**config.mk**
```make
export PLATFORM = sky130hd
export DESIGN_NAME = pwm_capture
export DESIGN_NICKNAME = d
export VERILOG_FILES = /design/src/rtl/pwm_pkg.sv /design/src/rtl/pwm_duty_div.sv /design/src/rtl/pwm_capture.sv
export SDC_FILE = /design/constraint.sdc
export NUM_CORES = 1
export LEC_CHECK = 0
export CORE_MARGIN = 2
export CORE_UTILIZATION = 35
export DETAILED_ROUTE_END_ITERATION = 10
export PLACE_DENSITY_LB_ADDON = 0.3
export REMOVE_ABC_BUFFERS = 1
export SLEW_MARGIN = 20
export SYNTH_ARGS = -nofsm -noshare
export SYNTH_HDL_FRONTEND = slang
export SYNTH_SLANG_ARGS = --single-unit
```
**constraint.sdc**
```tcl
create_clock -name clk -period 2.6 [get_ports clk]
set_clock_uncertainty 0.1 [all_clocks]
set_input_delay 0.39 -clock clk [delete_from_list [all_inputs] [get_ports clk]]
set_output_delay 0.39 -clock clk [all_outputs]
set_load 0.02 [all_outputs]
```
**src/rtl/pwm_pkg.sv**
```systemverilog
// Shared PWM definitions: capture FSM state and duty-cycle scaling constants.
package pwm_pkg;

  typedef enum logic [0:0] {
    StIdle,
    StMeasure
  } cap_state_e;

  localparam int unsigned DUTY_W     = 7;
  localparam int unsigned DUTY_SCALE = 100;

endpackage

```
**src/rtl/pwm_duty_div.sv**
```systemverilog
// Restoring divider producing DUTY_W quotient bits, one per cycle.
// The quotient is known to fit in DUTY_W bits (num < 2**DUTY_W * den), so the
// divisor starts shifted left by DUTY_W-1 and walks down one bit per cycle.
// A start while busy restarts with the new operands; abort drops the job.
module pwm_duty_div
  import pwm_pkg::*;
#(
  parameter int unsigned CNT_W = 16
) (
  input  logic                    clk,
  input  logic                    reset,
  input  logic                    start,
  input  logic                    abort,
  input  logic [CNT_W+DUTY_W-1:0] num,
  input  logic [CNT_W-1:0]        den,
  output logic                    busy,
  output logic [DUTY_W-1:0]       q,
  output logic                    done
);

  localparam int unsigned NW = CNT_W + DUTY_W;

  logic [NW-1:0]     rem_q, rem_d;
  logic [NW-1:0]     dsh_q, dsh_d;
  logic [DUTY_W-1:0] quo_q, quo_d;
  logic [DUTY_W-1:0] res_q, res_d;
  logic [2:0]        step_q, step_d;
  logic              busy_q, busy_d;
  logic              done_q, done_d;
  logic              ge;

  assign ge = (rem_q >= dsh_q);

  // Next-state: load on start, otherwise one restoring step per busy cycle.
  always_comb begin
    rem_d  = rem_q;
    dsh_d  = dsh_q;
    quo_d  = quo_q;
    res_d  = res_q;
    step_d = step_q;
    busy_d = busy_q;
    done_d = 1'b0;
    if (abort) begin
      busy_d = 1'b0;
    end else if (start) begin
      rem_d  = num;
      dsh_d  = {1'b0, den, {(DUTY_W-1){1'b0}}};
      quo_d  = '0;
      step_d = '0;
      busy_d = 1'b1;
    end else if (busy_q) begin
      if (ge) rem_d = rem_q - dsh_q;
      quo_d  = {quo_q[DUTY_W-2:0], ge};
      dsh_d  = dsh_q >> 1;
      step_d = step_q + 3'd1;
      if (step_q == 3'(DUTY_W - 1)) begin
        busy_d = 1'b0;
        done_d = 1'b1;
        res_d  = {quo_q[DUTY_W-2:0], ge};
      end
    end
  end

  // Divider state registers.
  always_ff @(posedge clk or posedge reset) begin
    if (reset) begin
      rem_q  <= '0;
      dsh_q  <= '0;
      quo_q  <= '0;
      res_q  <= '0;
      step_q <= '0;
      busy_q <= 1'b0;
      done_q <= 1'b0;
    end else begin
      rem_q  <= rem_d;
      dsh_q  <= dsh_d;
      quo_q  <= quo_d;
      res_q  <= res_d;
      step_q <= step_d;
      busy_q <= busy_d;
      done_q <= done_d;
    end
  end

  assign busy = busy_q;
  assign q    = res_q;
  assign done = done_q;

endmodule

```
**src/rtl/pwm_capture.sv**
```systemverilog
// PWM input capture: measures period and high time of pwm_in in clk cycles,
// flags an edgeless input with timeout. Optional duty-cycle percentage output
// enabled by defining PWM_CAPTURE_DUTY_EN; otherwise duty_pct/duty_valid are 0.
module pwm_capture
  import pwm_pkg::*;
#(
  parameter int unsigned CNT_W       = 16,
  parameter int unsigned TIMEOUT     = 65535,
  parameter int unsigned SYNC_STAGES = 2
) (
  input  logic              clk,
  input  logic              reset,
  input  logic              enable,
  input  logic              pwm_in,
  output logic [CNT_W-1:0]  period,
  output logic [CNT_W-1:0]  high_time,
  output logic              valid,
  output logic              timeout,
  output logic              level,
  output logic [DUTY_W-1:0] duty_pct,
  output logic              duty_valid
);

  logic [SYNC_STAGES-1:0] sync_q, sync_d;
  logic                   s, s_dly_q, rise, fall;
  cap_state_e             state_q, state_d;
  logic [CNT_W-1:0]       cnt_q, cnt_d, cnt_inc;
  logic [CNT_W-1:0]       hi_lat_q, hi_lat_d;
  logic [CNT_W-1:0]       period_q, period_d;
  logic [CNT_W-1:0]       high_q, high_d;
  logic                   valid_q, valid_d;
  logic                   timeout_q, timeout_d;

  assign sync_d  = {sync_q[SYNC_STAGES-2:0], pwm_in};
  assign s       = sync_q[SYNC_STAGES-1];
  assign rise    = s & ~s_dly_q;
  assign fall    = ~s & s_dly_q;
  assign cnt_inc = (cnt_q == '1) ? cnt_q : cnt_q + CNT_W'(1);

  // Capture FSM: first rise arms, later rises report, long silence times out.
  always_comb begin
    state_d   = state_q;
    cnt_d     = cnt_q;
    hi_lat_d  = hi_lat_q;
    period_d  = period_q;
    high_d    = high_q;
    valid_d   = 1'b0;
    timeout_d = timeout_q;
    if (!enable) begin
      state_d  = StIdle;
      cnt_d    = '0;
      hi_lat_d = '0;
    end else begin
      if (rise) timeout_d = 1'b0;
      unique case (state_q)
        StIdle: begin
          if (rise) begin
            state_d = StMeasure;
            cnt_d   = '0;
          end
        end
        StMeasure: begin
          if (fall) hi_lat_d = cnt_inc;
          if (rise) begin
            period_d = cnt_inc;
            high_d   = hi_lat_q;
            valid_d  = 1'b1;
            cnt_d    = '0;
          end else if (cnt_q == CNT_W'(TIMEOUT - 1)) begin
            state_d   = StIdle;
            timeout_d = 1'b1;
            cnt_d     = '0;
          end else begin
            cnt_d = cnt_inc;
          end
        end
        default: state_d = StIdle;
      endcase
    end
  end

  // Synchronizer, edge-detect delay and capture registers.
  always_ff @(posedge clk or posedge reset) begin
    if (reset) begin
      sync_q    <= '0;
      s_dly_q   <= 1'b0;
      state_q   <= StIdle;
      cnt_q     <= '0;
      hi_lat_q  <= '0;
      period_q  <= '0;
      high_q    <= '0;
      valid_q   <= 1'b0;
      timeout_q <= 1'b0;
    end else begin
      sync_q    <= sync_d;
      s_dly_q   <= s;
      state_q   <= state_d;
      cnt_q     <= cnt_d;
      hi_lat_q  <= hi_lat_d;
      period_q  <= period_d;
      high_q    <= high_d;
      valid_q   <= valid_d;
      timeout_q <= timeout_d;
    end
  end

  assign period    = period_q;
  assign high_time = high_q;
  assign valid     = valid_q & enable;
  assign timeout   = timeout_q;
  assign level     = s;

`ifdef PWM_CAPTURE_DUTY_EN
  logic                    div_start, div_busy, div_done;
  logic [DUTY_W-1:0]       div_q;
  logic [CNT_W+DUTY_W-1:0] div_num;

  // Operands are taken in the same cycle the new period/high_time are latched.
  assign div_start = enable && (state_q == StMeasure) && rise;
  assign div_num   = (CNT_W+DUTY_W)'(hi_lat_q) * (CNT_W+DUTY_W)'(DUTY_SCALE);

  pwm_duty_div #(
    .CNT_W(CNT_W)
  ) u_duty_div (
    .clk  (clk),
    .reset(reset),
    .start(div_start),
    .abort(~enable & div_busy),
    .num  (div_num),
    .den  (cnt_inc),
    .busy (div_busy),
    .q    (div_q),
    .done (div_done)
  );

  assign duty_pct   = div_q;
  assign duty_valid = div_done & enable;
`else
  assign duty_pct   = '0;
  assign duty_valid = 1'b0;
`endif

endmodule

```
gate_families.png
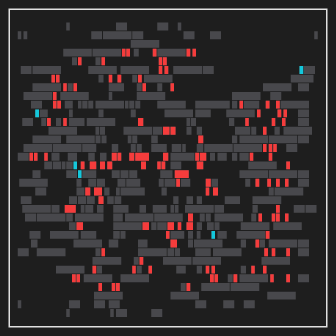
Key: cyan = inverters [cells 5, most used inv_1]; red = NAND gates [cells 114, most used nand2_1, where spread over the die]
Finished Layout Cells: 490
most frequent logic cell in the layout: nand2_1
Comb area share: 33.4%

final_clocks.png
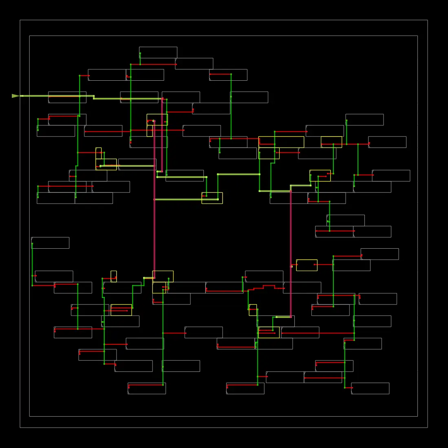
clock sinks: 70
clk pwr: 0.860 mW
Late-Pin Clk Latency: 340 ps

met1.png
Supply wires on this layer in gray.
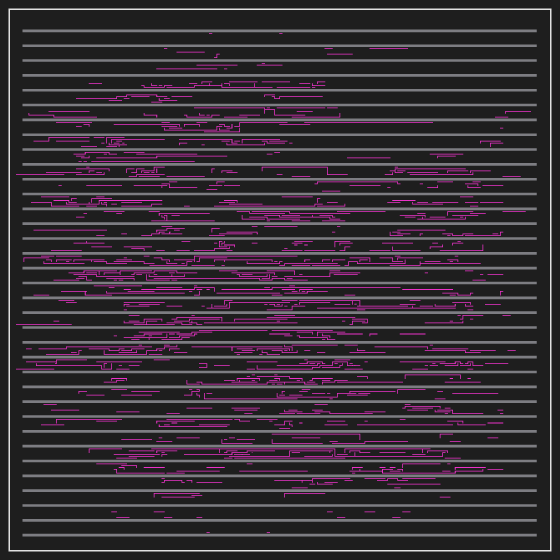
The layer holds 49% of the routed length. The layer carries 3290 µm of wire.
GR Layer Usage met1: 20.7%
Post-Route WL: 6710 µm
Vias: 2398

==> run summary <==
Status = finished clean
Seq pwr = 1.11 mW
P_leak = 1.74 nW
FF-to-FF Start = cnt_q[1]
FF-to-FF path depth = 6
Nets = 383
GPL Wtd Cong = 0.880
Final critical-path share of the clock period = 81.0%
Chip area = 9810 µm²
Layout area overhead = 22.3%
I/O pin cnt = 47
Data required time at the worst endpoint = 2720 ps
Switching power = 0.483 mW
Gr ovfl total = 0
Commonest cells in the netlist = nand2_1 (87), dfrtp_1 (70), o21ai_0 (38)
Final Setup Violations = 0
Top Layout Cells = nand2_1 (87), dfrtp_1 (70), o21ai_0 (38), clkdlybuf4s50_1 (38), a21oi_1 (19)
RSZ-0062 raised after global routing = false
Worst path slowest cell = dfrtp_1
Setup crit start = cnt_q[1]
Stages on the worst setup path = 6
Initial antenna violation count = 0
CP Launch Type = flop
Pre-CTS setup slack = 498 ps
Hold WS = 257 ps
Diodes inserted = 0
WHS Path Cells = 0
# hold bufs at CTS = 0
Maximum vdd drop = 0.000228 V
Clock transition at path regs = 70 ps
Max power group = registers
Register area share after synthesis = 55.4%
CTS buffer count = 9
# DRC = 0
Syn avg cell area = 9.46 µm²
Max-Cap Viols = 0
pdn.png
Pins as bars on the die edge.
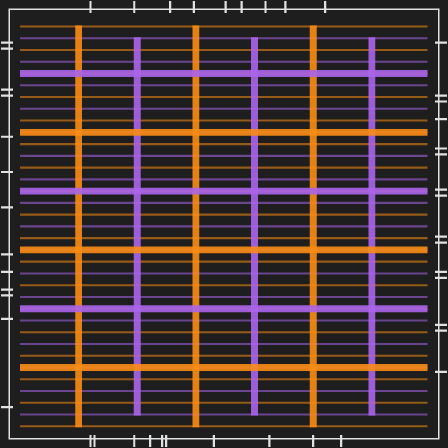
Key: purple = VDD; orange = VSS
6 straps on met5. 6 straps on met4. 35 met1 rails follow the rows. The core has 34 rows. 47 signal pins sit on the boundary.
die x size: 99.0 µm
DIE HEIGHT: 99.0 µm
Core Region: 8720 µm²

registers.png
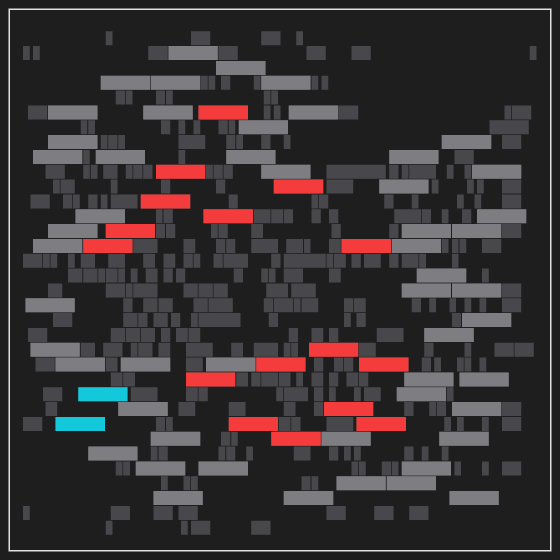
Key: red = cnt_q [placed flops 16]; cyan = sync_q [placed flops 2]
Another 52 sequential cells are not colored.
flop share of the area: 45.3%
flip-flop and latch area: 1750 µm²
Util after Layout: 44.3%

[metrics by stage]
stage	power (mW)	cell area [µm²]	cells
floorplan	1.20	3060	317
global placement	1.26	3670	474
detailed placement	1.26	3670	474
CTS	2.14	3860	490
global route	2.19	3860	490
finish	2.10	3860	490
[cell type report]
| type | count | share of cell area (%) |
|---|---|---|
| Multi-Input combinational cell | 242 | 33.4 |
| Clock inverter | 3 | 1.13 |
| Tap cell | 108 | 3.50 |
| Inverter | 5 | 0.486 |
| Timing Repair Buffer | 49 | 12.3 |
| Sequential cell | 70 | 45.3 |
| Clock buffer | 13 | 3.85 |
[cells by family (layout without fill, tap and decap cells)]
kind of cell,after synthesis,in the layout
simple gates,147,147
other cells,1,8
fa+ha+maj,2,2
buf+inv,29,70
xor+xnor,9,9
mux,2,2
flops,70,70
compound gates,74,74
Power figures rest on the tool's default switching activity, not on a simulated workload.
